==> src/rtl/classic_mul_pkg.sv <==
// rtl/classic_mul_pkg.sv - shared FSM encoding, PP-cycle count and half-width helper for classic_mul_seq
package classic_mul_pkg;

    typedef enum logic [1:0] {
        IDLE = 2'd0,
        PP   = 2'd1,
        FIX  = 2'd2,
        DONE = 2'd3
    } mul_state_t;

    // One partial product per cycle: aL*bL, aH*bL, aL*bH, aH*bH.
    localparam int PP_CYCLES = 4;
    localparam int K_W       = 2;
    localparam logic [K_W-1:0] PP_LAST = K_W'(PP_CYCLES - 1);

    function automatic int half_width(input int width);
        return width / 2;
    endfunction

endpackage

==> src/rtl/classic_half_mul.sv <==
// rtl/classic_half_mul.sv - combinational HALF x HALF unsigned multiplier
// Ports:
//   x, y : HALF-bit unsigned operands
//   p    : 2*HALF-bit unsigned product
module classic_half_mul #(
    parameter int HALF = 16
) (
    input  logic [HALF-1:0]   x,
    input  logic [HALF-1:0]   y,
    output logic [2*HALF-1:0] p
);

    assign p = {{HALF{1'b0}}, x} * {{HALF{1'b0}}, y};

endmodule

==> src/rtl/classic_mul_seq.sv <==
// rtl/classic_mul_seq.sv - sequential multiplier summing four half-width partial products
// Ports:
//   clk, rst_n          : clock, asynchronous active-low reset
//   in_valid, in_ready  : operand handshake (accepted only in IDLE)
//   a, b, is_signed     : operands and two's-complement mode select
//   out_valid, out_ready: product handshake (held in DONE until out_ready)
//   out                 : 2*WIDTH product, taken straight from the accumulator
module classic_mul_seq
    import classic_mul_pkg::*;
#(
    parameter int WIDTH     = 32,
    parameter bit SIGNED_EN = 1'b1
) (
    input  logic               clk,
    input  logic               rst_n,
    input  logic               in_valid,
    output logic               in_ready,
    input  logic [WIDTH-1:0]   a,
    input  logic [WIDTH-1:0]   b,
    input  logic               is_signed,
    output logic               out_valid,
    input  logic               out_ready,
    output logic [2*WIDTH-1:0] out
);

    localparam int HALF = half_width(WIDTH);
    localparam int W2   = 2 * WIDTH;

    mul_state_t       state_q, state_d;
    logic [K_W-1:0]   k_q;
    logic [WIDTH-1:0] a_q, b_q;
    logic             sign_q;
    logic [W2-1:0]    acc_q;

    logic             signed_mode;
    logic             a_neg, b_neg;
    logic [WIDTH-1:0] a_mag, b_mag;
    logic             accept;

    logic [HALF-1:0]  mul_x, mul_y;
    logic [WIDTH-1:0] pp;
    logic [W2-1:0]    pp_ext, pp_shifted;

    assign signed_mode = SIGNED_EN && is_signed;
    assign a_neg       = signed_mode && a[WIDTH-1];
    assign b_neg       = signed_mode && b[WIDTH-1];
    // Negating -2^(WIDTH-1) wraps back to the same bit pattern, which read
    // as unsigned is exactly the required magnitude 2^(WIDTH-1).
    assign a_mag       = a_neg ? (-a) : a;
    assign b_mag       = b_neg ? (-b) : b;
    assign accept      = (state_q == IDLE) && in_valid;

    // k[0] picks the high half of a, k[1] the high half of b, so the single
    // multiplier walks aL*bL, aH*bL, aL*bH, aH*bH.
    always_comb begin
        mul_x = k_q[0] ? a_q[WIDTH-1:HALF] : a_q[HALF-1:0];
        mul_y = k_q[1] ? b_q[WIDTH-1:HALF] : b_q[HALF-1:0];
    end

    classic_half_mul #(
        .HALF (HALF)
    ) u_half_mul (
        .x (mul_x),
        .y (mul_y),
        .p (pp)
    );

    assign pp_ext = {{WIDTH{1'b0}}, pp};

    always_comb begin
        pp_shifted = pp_ext;
        case (k_q)
            2'd1, 2'd2: pp_shifted = pp_ext << HALF;
            2'd3:       pp_shifted = pp_ext << WIDTH;
            default:    pp_shifted = pp_ext;
        endcase
    end

    always_ff @(posedge clk or negedge rst_n) begin
        if (!rst_n) begin
            state_q <= IDLE;
        end else begin
            state_q <= state_d;
        end
    end

    always_comb begin
        state_d   = state_q;
        in_ready  = 1'b0;
        out_valid = 1'b0;
        case (state_q)
            IDLE: begin
                in_ready = 1'b1;
                if (in_valid) state_d = PP;
            end
            PP: begin
                if (k_q == PP_LAST) state_d = FIX;
            end
            FIX: begin
                state_d = DONE;
            end
            DONE: begin
                out_valid = 1'b1;
                if (out_ready) state_d = IDLE;
            end
            default: state_d = IDLE;
        endcase
    end

    always_ff @(posedge clk or negedge rst_n) begin
        if (!rst_n) begin
            k_q    <= '0;
            a_q    <= '0;
            b_q    <= '0;
            sign_q <= 1'b0;
            acc_q  <= '0;
        end else begin
            case (state_q)
                IDLE: begin
                    if (accept) begin
                        a_q    <= a_mag;
                        b_q    <= b_mag;
                        sign_q <= a_neg ^ b_neg;
                        acc_q  <= '0;
                        k_q    <= '0;
                    end
                end
                PP: begin
                    acc_q <= acc_q + pp_shifted;
                    k_q   <= k_q + 1'b1;
                end
                FIX: begin
                    if (sign_q) acc_q <= -acc_q;
                end
                default: begin
                end
            endcase
        end
    end

    // Outside DONE this is the running (or last) accumulator value.
    assign out = acc_q;

endmodule
==> config.mk <==
export PLATFORM = sky130hd
export DESIGN_NAME = classic_mul_seq
export DESIGN_NICKNAME = d
export VERILOG_FILES = /design/src/rtl/classic_mul_pkg.sv /design/src/rtl/classic_half_mul.sv /design/src/rtl/classic_mul_seq.sv
export SDC_FILE = /design/constraint.sdc
export NUM_CORES = 1
export LEC_CHECK = 0
export CAP_MARGIN = 0
export CORE_MARGIN = 5
export CORE_UTILIZATION = 45
export CTS_CLUSTER_SIZE = 8
export DETAILED_ROUTE_END_ITERATION = 6
export PLACE_DENSITY = 0.67
export SLEW_MARGIN = 5
export SYNTH_ARGS = -nofsm -noshare
export SYNTH_HDL_FRONTEND = slang
export SYNTH_HIERARCHICAL = 1
export SYNTH_SLANG_ARGS = --single-unit
export TNS_END_PERCENT = 5
==> constraint.sdc <==
create_clock -name clk -period 26.2 [get_ports clk]
set_input_delay 3.93 -clock clk [delete_from_list [all_inputs] [get_ports clk]]
set_output_delay 3.93 -clock clk [all_outputs]
set_load 0.1 [all_outputs]
**Run 1: signal wires on met2**

Drawn at 2 px/um.
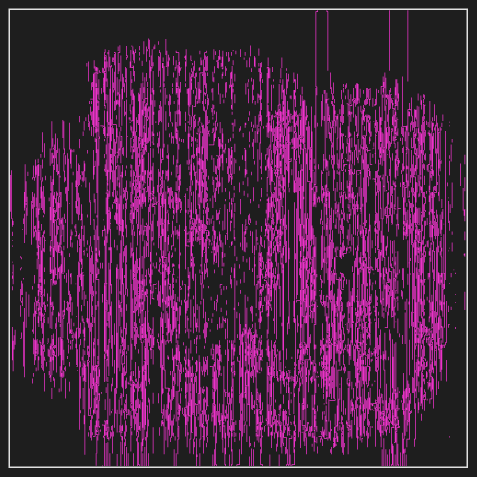
wire length on this layer	31.6 mm
main direction	vertical

**Run 1: signal wires on met1**

Drawn at 2 px/um. Supply wires on this layer in gray.
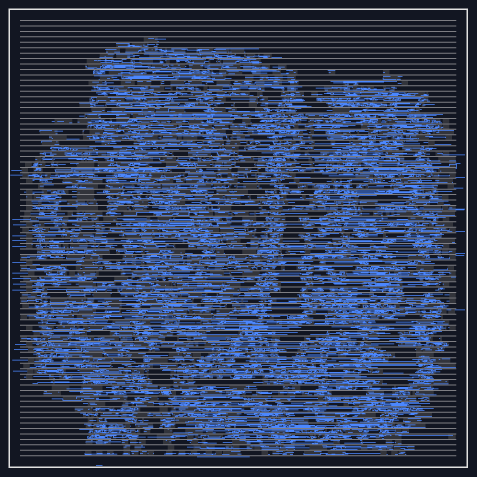
nets with wire on the layer	2947
longest straight run	69.9 um

**Run 1: M3 wires**

Drawn at 2 px/um.
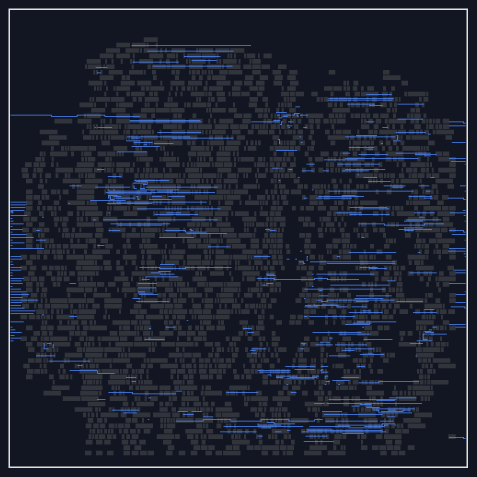
main direction	horizontal
wire length on this layer	4180 um
share of all routed wire	6.3%
longest straight run	59.3 um

==> out/qor_table.md, run 1 <==
| Metric | Value |
|:---|:---|
| Fin Setup TNS | 0 ns |
| Initial DRC Count | 1401 |
| Cell total in the yosys stat output | 2671 |
| Hold Fails Final Rpt | 0 |
| Area after detailed placement | 23200 um^2 |
| Global-route total usage across every layer | 25.2% |
| Share of final-layout standard cells stronger than drive strength 1 | 4.45% |
| Startpoint of the worst register-to-register path | k_q[0]$_DFFE_PN0P_ |
| Part of the Yosys area used for sequential elements | 15.5% |
| Worst reg2reg setup slack | 15.94 ns |
| Fill cell total of the finished layout | 4605 |
| Non-Filler Cell Area, Final | 23700 um^2 |
| Multi-input gate area in the final layout | 16500 um^2 |
| Layout overhead on the synthesized area | 10.7% |
| Core Box Area | 47400 um^2 |
| Delay of the slowest critical-path stage | 0.82 ns |
| Endpoint of the worst-slack reg-to-reg timing path | out[57]$_DFFE_PN0P_ |
| Outcome | finished clean |
| Die width | 228 um |
| Gate family responsible for the most delay along the worst path | adder cells |
| Via count of the first global-routing pass | 19579 |
| Fraction of post-synthesis cell area in the top cell type by area | 18.2% |
| Number of antenna violations at the first check in global routing | 0 |
| Prevailing post-synth register cell | sky130_fd_sc_hd__dfrtp_1 |
| Critical path class | flop to flop |
| Cell type with the highest occurrence count on the critical path | sky130_fd_sc_hd__fa_1 |
| Commonest cells after routing, fill and taps aside | sky130_fd_sc_hd__nand2_1, sky130_fd_sc_hd__inv_1, sky130_fd_sc_hd__o21ai_0 |
| Sinks on Clock Net | 133 |
| Depth of the worst register-to-register path | 30 |
| Skew-Pair Late Insertion Delay | 0.48 ns |
| Routed WL per cell | 20.1 um |
| Post-Synthesis Cells | 2671 |
| EDFF count, synth | 0 |
| Max-Cap Viols | 0 |
| Setup repair after global routing missed its margin | false |
| RD Place Congestion | 0.999 |
| Fmax | 97.5 MHz |
| Fin nets | 3144 |
| Metal3 WL | 4180 um |
| Clock-pin slew of the registers on the worst-case setup and hold paths | 0.06 ns |
| Crit path to | out[57]$_DFFE_PN0P_ |
| Mapped cell area | 21400 um^2 |
| Via-to-Cell Ratio | 5.83 |
| First-pass DRT Iterations | 6 |
| Count of yosys warnings during synthesis | 6 |
| Number of buffers created by CTS | 17 |
| Detailed-route wire length on metal 1 | 29400 um |
| Buffer cell driving the clock tree root | sky130_fd_sc_hd__clkbuf_16 |
| Leading cell type in the layout, fill and taps excluded | sky130_fd_sc_hd__nand2_1 |
| Levels on crit path | 30 |
| Total grt overflow | 0 |
| Number of different library cells in the post-synthesis netlist | 93 |
| Global-route wire length before repair | 107000 um |
| Met2 routed wirelength | 31600 um |
| Count of tool warnings | 32 |
| Worst-path maximum fanout | 19 |
| Final cell count without fillers | 3332 |
| Overall chip area | 52100 um^2 |
| Number of hold-repair buffers added at the cts stage | 0 |
| Slowest CP cell | sky130_fd_sc_hd__dfrtp_1 |
| Number of nets at floorplan | 3111 |
| Worst Setup Start Kind | flop |
| Number of buffers between clock root and the deepest sink | 2 |
| Buf+Inv Stages, Crit Path | 4 |
| Worst setup path startpoint | k_q[0]$_DFFE_PN0P_ |
run 1: tightest hold or removal path, delay by kind of cell, from the launching register on:
kind | cells | cell delay (ns)
flip-flops | 1 | 0.34
AND-OR/OR-AND | 1 | 0.06
AND/OR/NAND/NOR | 1 | 0.04
run 1: worst min-delay path by stage:
| stage | startpoint | end | slack [ns] | cells past startpoint |
|---|---|---|---|---|
| after floorplan | sign_q$_DFFE_PN0P_ | sign_q$_DFFE_PN0P_ | 0.44 | 2 |
| final | b_q[22]$_DFFE_PN0P_ | b_q[22]$_DFFE_PN0P_ | 0.47 | 2 |
| after global placement | b_q[22]$_DFFE_PN0P_ | b_q[22]$_DFFE_PN0P_ | 0.46 | 2 |
| after CTS | b_q[22]$_DFFE_PN0P_ | b_q[22]$_DFFE_PN0P_ | 0.48 | 2 |
| after global routing | b_q[14]$_DFFE_PN0P_ | b_q[14]$_DFFE_PN0P_ | 0.50 | 2 |
| after detailed placement | b_q[22]$_DFFE_PN0P_ | b_q[22]$_DFFE_PN0P_ | 0.46 | 2 |
run 1: state kept, by name (all words and copies together), names as in the netlist:
register	count
a_q	32
b_q	32
k_q	2
out	64
sign_q	1
state_q	2
run 1: layout make-up:
class | instances | area share, %
well taps | 615 | 3.24
repair buffers | 146 | 6.03
multi-input cells | 2107 | 69.5
clock buffers | 18 | 1.81
clock inverters | 14 | 0.696
inverters | 299 | 4.73
flip-flops and latches | 133 | 14.0
run 1: metal layers:
layer / up-vias / global-route usage, %
met5: - / 0
met3: 98 / 4.32
met4: 0 / 7.41
met1: 9425 / 33.8
li1: 9208 / -
met2: 707 / 42.1
run 1: cells by family (layout without fill, tap and decap cells):
family | count (synthesis) | after routing | share of synthesized area [%]
simple gates | 901 | 901 | 21.0
compound gates | 656 | 656 | 19.7
buf+inv | 431 | 477 | 7.64
fa+ha+maj | 371 | 371 | 28.5
xor+xnor | 139 | 139 | 5.68
flops | 133 | 133 | 15.5
mux | 40 | 40 | 2.05
run 1: Yosys cell counts (37+ instances only):
| library cell | n |
|---|---|
| sky130_fd_sc_hd__nand2_1 | 340 |
| sky130_fd_sc_hd__inv_1 | 298 |
| sky130_fd_sc_hd__o21ai_0 | 206 |
| sky130_fd_sc_hd__fa_1 | 195 |
| sky130_fd_sc_hd__ha_1 | 176 |
| sky130_fd_sc_hd__and2_1 | 166 |
| sky130_fd_sc_hd__a21oi_1 | 147 |
| sky130_fd_sc_hd__dfrtp_1 | 133 |
| sky130_fd_sc_hd__nor2_1 | 119 |
| sky130_fd_sc_hd__clkbuf_1 | 111 |
| sky130_fd_sc_hd__nor3_1 | 81 |
| sky130_fd_sc_hd__xnor2_1 | 78 |
| sky130_fd_sc_hd__xor2_1 | 61 |
| sky130_fd_sc_hd__nand4_1 | 38 |
| sky130_fd_sc_hd__a21o_1 | 37 |
run 1: per-stage QoR:
stage / hold WS, ns / util, %
after detailed placement: 0.465 / 48.8
after floorplan: 0.440 / -
after global placement: 0.458 / 48.8
after CTS: 0.479 / 50.0
after global routing: 0.504 / 50.0
final: 0.473 / 50.0
==> run 1 -> run 2 <==
--- a/config.mk
+++ b/config.mk
@@ -10,7 +10,7 @@
 export CORE_UTILIZATION = 45
 export CTS_CLUSTER_SIZE = 8
 export DETAILED_ROUTE_END_ITERATION = 6
-export PLACE_DENSITY = 0.67
+export PLACE_DENSITY = 0.7
 export SLEW_MARGIN = 5
 export SYNTH_ARGS = -nofsm -noshare
 export SYNTH_HDL_FRONTEND = slang
==> constraint.sdc (replaced) <==
create_clock -name clk -period 8.6 [get_ports clk]
set_input_delay 1.29 -clock clk [delete_from_list [all_inputs] [get_ports clk]]
set_output_delay 1.29 -clock clk [all_outputs]
set_load 0.1 [all_outputs]
**Run 2: routing congestion map**

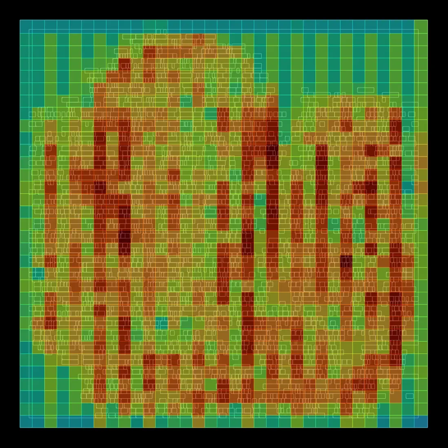
global-route total usage across every layer: 26.6%
Most Used Layer, Global Route: met2
fraction of the core area covered by cells at the end of the flow: 58.4%
met1 GRT Util: 34.6%

==> run 2 against run 1 <==
The flow now finishes with violations (negative setup slack). Wire length rose by 8.2%. Area after synthesis did not move. Utilization rose by 8.3 points. Non-clock buffer count rose by 344. Final area rose by 17%. Via count rose by 9.0%. Critical path type unchanged.
==> out/qor_table.md, run 2 <==
| Metric | Value |
|:---|:---|
| Buf+Inv Stages, Crit Path | 9 |
| Initial DRC Count | 1530 |
| Floorplan-stage core utilization | 45.2% |
| Synthesized area divided by synthesized cell count | 8.03 um^2 |
| Non-Filler Cell Area, Final | 27700 um^2 |
| Critical path class | flop to flop |
| Worst-margin pin slew | 1.32 ns |
| Post-route ant nets | 0 |
| Worst Setup Start Kind | flop |
| Capturing element type of the critical path | flop |
| Overall chip area | 52100 um^2 |
| Part of the Yosys area used for sequential elements | 15.5% |
| Hold Fails Final Rpt | 0 |
| Max-Cap Viols | 0 |
| Worst min-delay path category | flop to flop |
| Buffer cell driving the clock tree root | sky130_fd_sc_hd__clkbuf_16 |
| Total grt overflow | 0 |
| Number of antenna violations at the first check in global routing | 1 |
| Number of synthesized register bits | 133 |
| Global-route wire length before repair | 114000 um |
| Leading cell type in the layout, fill and taps excluded | sky130_fd_sc_hd__buf_4 |
| RD Place Congestion | 0.961 |
| Normalized max-slew margin | 11.5% |
| Die width | 228 um |
| Cell taking the most area after synthesis | sky130_fd_sc_hd__fa_1 |
| Met2 routed wirelength | 35600 um |
| EDFF count, synth | 0 |
| Ratio of final minimum period to clock period | 102% |
| Metal3 WL | 3740 um |
| Count of input and output buffers | 134 |
| Total number of vias | 21189 |
| Mapped cell area | 21400 um^2 |
| Detailed-route wire length on metal 1 | 30600 um |
| Share of async-settable or async-resettable flops after synthesis | 100% |
| Cell type with the highest occurrence count on the critical path | sky130_fd_sc_hd__fa_1 |
| Share of final-layout standard cells stronger than drive strength 1 | 21.1% |
| Clock tree from TritonCTS | done |
| Routed WL per cell | 19.7 um |
| Gate family responsible for the most delay along the worst path | adder cells |
| Fill cell total of the finished layout | 4177 |
| Fmax | 115 MHz |
| Via-to-Cell Ratio | 5.76 |
| Post-Synthesis Cells | 2671 |
| Number of different library cells in the post-synthesis netlist | 93 |
| Fraction of post-synthesis cell area in the top cell type by area | 18.2% |
| Layout overhead on the synthesized area | 29.2% |
| Violated checks | negative setup slack |
| First-pass DRT Iterations | 7 |
| DR top layer | met4 |
| Slowest CP cell | sky130_fd_sc_hd__fa_1 |
| Worst-case setup margin in the final layout | -0.133 ns |
| Yosys adder share | 28.5% |
| Skew-Pair Late Insertion Delay | 0.46 ns |
| Commonest cells after routing, fill and taps aside | sky130_fd_sc_hd__buf_4, sky130_fd_sc_hd__nand2_1, sky130_fd_sc_hd__inv_1 |
| Via count of the first global-routing pass | 21353 |
| Compound Share, Synth | 19.7% |
| Xor and xnor fraction of the mapped netlist area | 5.68% |
| Io pins | 135 |
| Overall die height | 228 um |
| Post-Route WL | 72400 um |
| Data required time of the critical path | 8.93 ns |
| Sinks on Clock Net | 133 |
| Delay of the slowest critical-path stage | 0.57 ns |
| Outcome | complete, but fails checks |
| Max FFs per register | 64 |
| Final critical delay including setup and external delays | 8.73 ns |
| Antenna cells | 0 |
| HPWL Detailed | 58700 um |
| Fin. max-slew vios | 0 |
| Area after detailed placement | 25600 um^2 |
| Worst clock skew | 0.0153 ns |
| Post-synthesis share of cell area spent on and, or, nand and nor gates | 21.0% |
| Share of cell area taken by muxes after synthesis | 2.05% |
| Clock-pin slew of the registers on the worst-case setup and hold paths | 0.07 ns |
| Post-detailed-route DRC marker count | 0 |
| Core Box Area | 47400 um^2 |
| Maximum number of pins on one net before global-route repair | 125 |
| Setup repair after global routing missed its margin | true |
| Number of placement rows | 80 |
| Top cells by area, synth | sky130_fd_sc_hd__fa_1, sky130_fd_sc_hd__dfrtp_1, sky130_fd_sc_hd__ha_1, sky130_fd_sc_hd__nand2_1, sky130_fd_sc_hd__inv_1 |
| Setup Viol. Count Final | 8 |
| Most frequent cell after synthesis | sky130_fd_sc_hd__nand2_1 |
| Number of buffers created by CTS | 17 |
| Count of tool warnings | 34 |
| Main combinational cell family by area after synthesis | adder cells |
| Prevailing post-synth register cell | sky130_fd_sc_hd__dfrtp_1 |
| Count of yosys warnings during synthesis | 6 |
| Cell total in the yosys stat output | 2671 |
| Number of hold-repair buffers added at the cts stage | 0 |
| Most frequent cells after synthesis | sky130_fd_sc_hd__nand2_1, sky130_fd_sc_hd__inv_1, sky130_fd_sc_hd__o21ai_0, sky130_fd_sc_hd__fa_1, sky130_fd_sc_hd__ha_1 |
| Number of buffers between clock root and the deepest sink | 2 |
| Worst-path maximum fanout | 8 |
| Data arrival, critical path | 9.06 ns |
| Number of nets at floorplan | 3111 |
| Fin nets | 3489 |
| Yosys chip area | 21400 um^2 |
| H-tree depth | 4 |
**Run 2: M3 wires**

Drawn at 2 px/um.
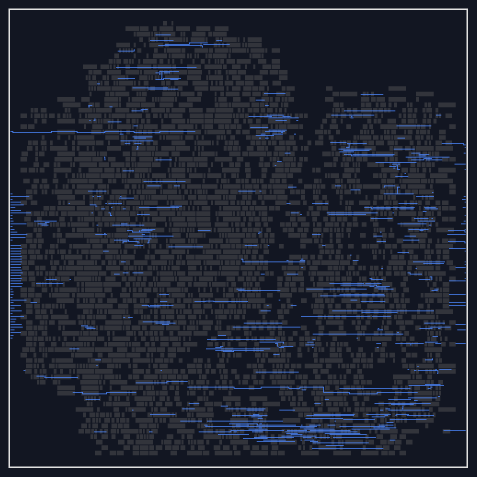
wire length on this layer	3740 um
longest straight run	55.7 um
main direction	horizontal
nets with wire on the layer	325
share of all routed wire	5.2%

## run 2: cell count changes in the layout (fill, tap and decap cells not counted), sizes merged
cell	before	now
buf	13	356
mux2	32	33
inv	306	302
clkinv	3	7
clkinvlp	2	1
clkbuf	18	19
## run 2: final timing paths
path                               startpoint                  end  slack, ns  cells past startpoint
max                        k_q[0]$_DFFE_PN0P_  out[63]$_DFFE_PN0P_      -0.13                     35
min                        a_q[2]$_DFFE_PN0P_   a_q[2]$_DFFE_PN0P_       0.48                      2
max reg2reg                k_q[0]$_DFFE_PN0P_  out[63]$_DFFE_PN0P_      -0.13                     35
min reg2reg                a_q[2]$_DFFE_PN0P_   a_q[2]$_DFFE_PN0P_       0.48                      2
max in group asynchronous               rst_n   k_q[1]$_DFFE_PN0P_       6.32                      2
min in group asynchronous               rst_n  out[29]$_DFFE_PN0P_       0.83                      1
## run 2: stage by stage
stage               hold WS (ns)  worst slack [ns]  cells  setup TNS (ns)  util (%)
floorplan                  0.440           0.00249   2671               0         -
global placement           0.463            -0.521   3621          -10.71      54.0
detailed placement         0.467            -0.637   3621          -15.61      54.0
CTS                        0.487           -0.0785   3662          -0.598      56.4
global route               0.500            -0.366   3676           -5.76      58.4
finish                     0.482            -0.133   3676          -0.563      58.4
## run 2: per-layer routing
layer  up-vias  global-route usage (%)
met5         -                       0
met4         0                    9.76
met3       148                    2.78
met2       770                    46.3
met1     10330                    34.6
li1       9941                       -
## run 2: area by class of cell
type	instances	area [um^2]	area share [%]
Clock buffer	18	429	1.55
Clock inverter	13	148	0.533
Inverter	299	1120	4.05
Multi-Input combinational cell	2108	17800	64.1
Sequential cell	133	3330	12.0
Tap cell	615	769	2.78
Timing Repair Buffer	490	4140	14.9
## run 2: worst register-to-register path: cells and delay by family, from the launching register on
kind / cells / cell delay (ns)
xor gates and xnor gates: 1 / 0.15
AOI/OAI and AO/OA: 9 / 1.73
buffers and inverters: 9 / 0.87
adders and majority gates: 8 / 3.61
and+or+nand+nor: 7 / 1.43
muxes: 1 / 0.36
DFF: 1 / 0.43
## run 2: repair_timing
item / CTS / global route
gates resized: 102 / 166
gates cloned: 1 / 2
setup endpoints to repair: 38 / 41
setup buffers: 10 / 15
pin swaps: 43 / 132
## run 2: cell families after synthesis
logic type               count (synthesis)
buffers and inverters                  431
flip-flops                             133
AND-OR/OR-AND                          656
adder cells (fa/ha/maj)                371
AND/OR/NAND/NOR                        901
multiplexers                            40
XOR/XNOR                               139
